Fig. 1: routed metal, one color a layer
Two of the layers only.
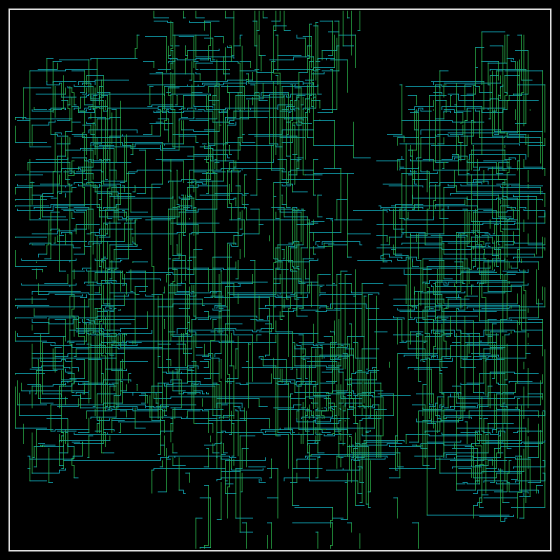
Fig. 2: selected gate families
The bar under the picture is 20 um long.
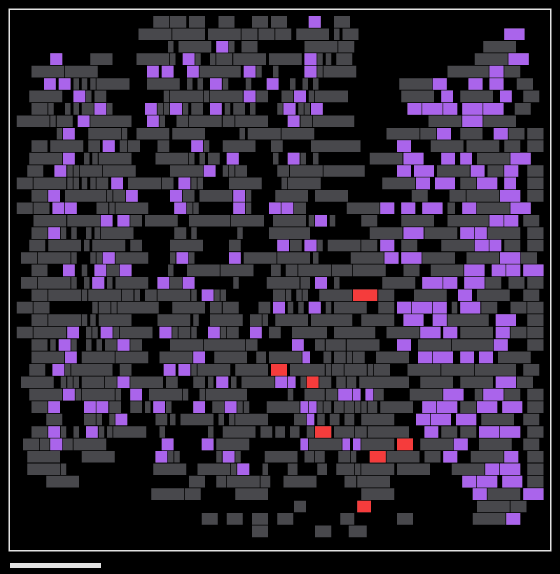
### src/rtl/codec_dsp_port.sv
// codec_dsp_port: serial audio port for a codec running as bus master in
// DSP mode B. BCLK/LRC/ADCDAT are resynchronised into clk, a bit counter
// tracks the frame, ADCDAT is deserialised into left/right samples and a
// parallel left/right pair is serialised onto DACDAT.
module codec_dsp_port #(
    parameter int BITSIZE = 24
) (
    input  logic               clk,
    input  logic               resetn,
    input  logic               enable,
    input  logic               bclk,
    input  logic               lrclk,
    input  logic               adcdat,
    output logic               dacdat,
    output logic [BITSIZE-1:0] left_out,
    output logic [BITSIZE-1:0] right_out,
    output logic               out_valid,
    input  logic [BITSIZE-1:0] left_in,
    input  logic [BITSIZE-1:0] right_in,
    output logic               in_ready,
    output logic               frame_err
);

    localparam int         NB   = 2 * BITSIZE;
    // Bit counter value meaning "no frame in progress"; saturates here.
    localparam logic [5:0] IDLE = 6'(NB);

    // Synchronizer stages: bit 0 = bclk, bit 1 = lrclk, bit 2 = adcdat.
    logic [2:0] pin_s1_q, pin_s1_d;
    logic [2:0] pin_s2_q, pin_s2_d;
    logic       bclk_h_q, bclk_h_d;

    logic          rise_evt;
    logic          fall_evt;
    logic          lrc_s;
    logic          adc_s;

    logic [5:0]    bitcnt_q, bitcnt_d;
    logic [NB-1:0] rx_q, rx_d;
    logic [NB-1:0] tx_q, tx_d;
    logic          pend_q, pend_d;
    logic          rx_full_q, rx_full_d;
    logic          out_valid_q, out_valid_d;
    logic          frame_err_q, frame_err_d;
    logic [BITSIZE-1:0] left_out_q, left_out_d;
    logic [BITSIZE-1:0] right_out_q, right_out_d;
    logic          in_ready_c;

    // Next-state of the synchronizer chain and the bclk history flop.
    always_comb begin
        pin_s1_d = {adcdat, lrclk, bclk};
        pin_s2_d = pin_s1_q;
        bclk_h_d = pin_s2_q[0];
    end

    // Synchronizer registers.
    always_ff @(posedge clk) begin
        if (!resetn) begin
            pin_s1_q <= '0;
            pin_s2_q <= '0;
            bclk_h_q <= 1'b0;
        end else begin
            pin_s1_q <= pin_s1_d;
            pin_s2_q <= pin_s2_d;
            bclk_h_q <= bclk_h_d;
        end
    end

    // lrclk/adcdat are taken from the same stage that completes the bclk edge.
    assign rise_evt = pin_s2_q[0] & ~bclk_h_q;
    assign fall_evt = ~pin_s2_q[0] & bclk_h_q;
    assign lrc_s    = pin_s2_q[1];
    assign adc_s    = pin_s2_q[2];

    // Frame tracking, RX deserialiser, TX serialiser and output pulses.
    always_comb begin
        bitcnt_d    = bitcnt_q;
        rx_d        = rx_q;
        tx_d        = tx_q;
        pend_d      = pend_q;
        rx_full_d   = 1'b0;
        out_valid_d = 1'b0;
        frame_err_d = 1'b0;
        left_out_d  = left_out_q;
        right_out_d = right_out_q;
        in_ready_c  = 1'b0;

        if (!enable) begin
            bitcnt_d = IDLE;
            tx_d     = '0;
            pend_d   = 1'b0;
        end else begin
            // Publish a completed frame one cycle after its last bit lands.
            if (rx_full_q) begin
                out_valid_d = 1'b1;
                left_out_d  = rx_q[NB-1:BITSIZE];
                right_out_d = rx_q[BITSIZE-1:0];
            end

            if (rise_evt) begin
                if (lrc_s) begin
                    // Frame start: any partial frame is dropped.
                    rx_d        = {{(NB-1){1'b0}}, adc_s};
                    bitcnt_d    = 6'd1;
                    pend_d      = 1'b1;
                    frame_err_d = (bitcnt_q != IDLE) && (bitcnt_q != 6'd0);
                end else if (bitcnt_q < IDLE) begin
                    rx_d      = {rx_q[NB-2:0], adc_s};
                    bitcnt_d  = bitcnt_q + 6'd1;
                    rx_full_d = (bitcnt_q == IDLE - 6'd1);
                end
            end

            if (fall_evt) begin
                if ((bitcnt_q >= 6'd1) && (bitcnt_q < IDLE)) begin
                    tx_d = {tx_q[NB-2:0], 1'b0};
                end else if ((bitcnt_q == IDLE) && pend_q) begin
                    // Preload so the next left MSB is on the line before LRC.
                    tx_d       = {left_in, right_in};
                    in_ready_c = 1'b1;
                    pend_d     = 1'b0;
                end
            end
        end
    end

    // Core state registers.
    always_ff @(posedge clk) begin
        if (!resetn) begin
            bitcnt_q    <= IDLE;
            rx_q        <= '0;
            tx_q        <= '0;
            pend_q      <= 1'b0;
            rx_full_q   <= 1'b0;
            out_valid_q <= 1'b0;
            frame_err_q <= 1'b0;
            left_out_q  <= '0;
            right_out_q <= '0;
        end else begin
            bitcnt_q    <= bitcnt_d;
            rx_q        <= rx_d;
            tx_q        <= tx_d;
            pend_q      <= pend_d;
            rx_full_q   <= rx_full_d;
            out_valid_q <= out_valid_d;
            frame_err_q <= frame_err_d;
            left_out_q  <= left_out_d;
            right_out_q <= right_out_d;
        end
    end

    assign dacdat    = tx_q[NB-1];
    assign left_out  = left_out_q;
    assign right_out = right_out_q;
    assign out_valid = out_valid_q;
    assign frame_err = frame_err_q;
    assign in_ready  = in_ready_c;

endmodule

### config.mk
export PLATFORM = sky130hd
export DESIGN_NAME = codec_dsp_port
export DESIGN_NICKNAME = d
export VERILOG_FILES = /design/src/rtl/codec_dsp_port.sv
export SDC_FILE = /design/constraint.sdc
export NUM_CORES = 1
export LEC_CHECK = 0
export ABC_CLOCK_PERIOD_IN_PS = 2000
export CORE_UTILIZATION = 48
export CTS_CLUSTER_DIAMETER = 60
export DETAILED_ROUTE_END_ITERATION = 8
export GPL_TIMING_DRIVEN = 1
export MAX_ROUTING_LAYER = met4
export PLACE_DENSITY = 0.82
export REMOVE_ABC_BUFFERS = 1
export SLEW_MARGIN = 15
export SYNTH_ARGS = -nofsm -noshare
export SYNTH_HDL_FRONTEND = slang
export SYNTH_SLANG_ARGS = --single-unit
### constraint.sdc
create_clock -name clk -period 2 [get_ports clk]
set_input_delay 0.4 -clock clk [delete_from_list [all_inputs] [get_ports clk]]
set_output_delay 0.4 -clock clk [all_outputs]
set_load 0.01 [all_outputs]
==> metrics.sh <==
DIODES=0
YOSYSCHIPAREA_UM2=6480
HOLDBUFCOUNTCTS=0
GRT_PASS1_WL_MM=24.1
PLACE.GP.CONGESTION=0.805
CRIT-REG2REG-CAPTURE='tx_q[10]$_SDFFE_PN0P_'
VIA_COUNT_OF_THE_FIRST_GLOBAL_ROUTING_PASS=5053
SYNTHARSTFLOPSHARE=0
SYNTH-MAIN-FF-CELL='sky130_fd_sc_hd__dfxtp_1'
CLK_PATH_BUF_DEPTH=2
POST-ROUTE-PERIOD-UTIL=1.00
CLOCK_TREE_ROOT='sky130_fd_sc_hd__clkbuf_16'
TRITONCTS_NUM_SINKS=161
WORST_SKEW_PAIR.LATE_LATENCY_NS=0.43
FINAL.SIGNAL_BUFFER_COUNT=127
DRT_FIRST_PASS_ITERS=5
YOSYSMOSTFREQUENTCELL='sky130_fd_sc_hd__dfxtp_1'
TIMING.CRITICAL_PATH.FANOUT_MAX=3
HOLD_START='resetn'
RSZ0062_AT_GRT='true'
TIMING_WORST_SLEW_PIN_VALUE_NS=0.475
REG2REG_FROM='bitcnt_q[1]$_SDFFE_PN0P_'
GLOBAL_ROUTE.USAGE.MET1=0.278
BUFFER_AREA_FRAC=0.158
ANTENNA_VIOLATIONS_BEFORE_REPAIR=0
MAXCLOCKFREQUENCY_MHz=500
SHARE_SEQ_OF_TOTAL_POWER=0.484
LAYOUT.CORE_UTILIZATION=0.638
SETUP.WORST_PATH.START='bitcnt_q[0]$_SDFFE_PN0P_'
OPENROAD.WARNINGS=30
CP.ARRIVAL_NS=1.60
SYNTH_FLOP_COUNT=161
MAXIMUM_NUMBER_OF_PINS_ON_ONE_NET_BEFORE_GLOBAL_ROUTE_REPAIR=56
GLOBAL_ROUTE.OVERFLOW_TOTAL=0
TIMING.CRITICAL_PATH.BUF_INV=2
WL_MET1_MM=6.66
CLOCK_POWER_SHARE=0.478
DESIGN_POWER_TOTAL_mW=6.66
FINALINSTANCEAREA_UM2=8420
FINAL-INSTANCE-COUNT-EXCL-FILL=945
INVERTERS=2
ROUTED_LEN_INST_UM=15.6
TIMING.CRITICAL_PATH.MAX_DELAY_FAMILY='simple AND/OR/NAND/NOR gates'
POSTCTSRESIZEDCELLS=11
TRITONCTS='done'
ROUTE.MET2.WL_MM=7.23
SYNTH-WARNING-COUNT=0
MAXCAPVIOLCOUNT=0
ROUTED_WIRELENGTH_MM=14.8
DR.FIRST_ITER.DRC_COUNT=506
SYNTH_COMPOUND_GATE_AREA_SHARE=0.273
FINAL.SETUP.TNS_NS=-0.00184
PLACE_WS_NS=-0.0279
CLK-POWER_mW=3.18
ROUTED_WIRE_LENGTH_ON_MET3_UM=736
YS_CELLS=668
TOP_COMB_FAMILY_AREA='AND-OR/OR-AND gates'
SEQUENTIAL_CELL_AREA_SHARE=0.383
DIEHEIGHT_UM=118
HOLD-PATH-CELL-COUNT=3
DETAIL_ROUTE.VIAS_PER_CELL=5.50
LAYOUT.CELLS.MOST_COMMON_LIST='sky130_fd_sc_hd__dfxtp_1 (159), sky130_fd_sc_hd__nand2_1 (149), sky130_fd_sc_hd__clkdlybuf4s50_1 (103), sky130_fd_sc_hd__a21boi_0 (96), sky130_fd_sc_hd__nand3b_1 (48)'
TIMING.CRITICAL_PATH.DEPTH=6
SYNTH-EDFF-COUNT=0
TOP_LAYER_IN_USE='met4'
REPORT.FINAL.SETUP_VIOL=1
FLOORPLAN_ROW_COUNT=42
IR_WORST_VDD_mV=0.636
COMB_AREA_SHARE=0.363
MIN-DELAY-PATH-CLASS='primary input to flip-flop'
DESIGN.CORE.AREA_UM2=13200
TOP_POWER_GROUP='registers'
COMBINATIONALPOWER_mW=0.258
COMB.MULTI_INPUT.COUNT=447
SETUP_WS_POST_LAYOUT_NS=-0.00184
CTS_SETUP_BUFFERS=1
CRITICAL_PATH.ENDPOINT_TYPE='output pin'
SEQ_POWER_mW=3.22
CTS.HTREE.LEVELS=4
CTS_BUFFERS=17
SYNTHTOLAYOUTAREAGROWTH_PCT=29.9
SYN-CELL-AREA_UM2=6480
DP.CELLS=910
CRIT_PATH_MAX_INCR_DELAY_NS=0.32
FINAL.SETUP_SKEW_NS=0.00568
FINALWORSTPATHREQUIREDPERIOD_NS=2.00
SETUP.WORST_PATH.START_CLASS='flip-flop'
FLOP_AREA_UM2=3230
CLKSLEWWORSTSETUPHOLDPATHS_NS=0.06
FLOP-COUNT=161
DOMINANT_CELLS='flip-flops and latches'
XORS_XNORS_BY_AREA=0
FINAL_MAX_SLEW_VIOL_COUNT=0
OUTCOME='finished with violations'
NETLIST-CELL-TYPE-COUNT=35
POWER_DENSITY_nW_PER_UM2=791
WELL_TAP_CELL_COUNT=176
FILL_CELLS=1041
DIE_X_UM=118
DRT_DRC_VIOLATIONS_LEFT=0
SYNTHESIZED_INSTANCE_COUNT=668
CELL_INTERNAL_PWR_mW=5.33
AREA_SHARE_CLOCK_BUF_INV=0.0687
SIMPLE_GATE_AREA_SHARE_OF_THE_YOSYS_NETLIST=0.175
POST_DP_CELL_AREA_UM2=7710
POWER_FRAC_COMB=0.039
HPWL_MM=8.79
FAILED_CHECKS='setup timing'
WORST-SETUP-PATH-TYPE='flip-flop to output pin'
ANTENNA_VIOLATING_NETS_POST_ROUTE=0
IOPINCOUNT=106
P_SWITCHING_mW=1.32
N_CLOCK_BUFFER=27
TIMING.CRITICAL_PATH.REQUIRED_NS=1.60
POST_SYNTH_FA_HA_MAJ_AREA_FRACTION=0.00772
SYNTH.MUX.AREA_FRACTION=0.00154
GR-USAGE-MET2=0.337
HOLD-WORST-SLACK_NS=0.378
P_SW_FRAC=0.199
WORSTPATHCELLLIST='inv_2, ha_4, and4bb_2, and3_4, and2_4, buf_6'
-- Fig. 1 (at the start) --
legend:
  met2:
    color: green
    wire_length: 7230 um
  met1:
    color: cyan
    wire_length: 6660 um

-- Fig. 2 (at the start) --
legend:
  inverting AOI/OAI gates:
    color: purple
    cells: 203
    where: all over the die
  AND-OR and OR-AND gates:
    color: red
    cells: 7

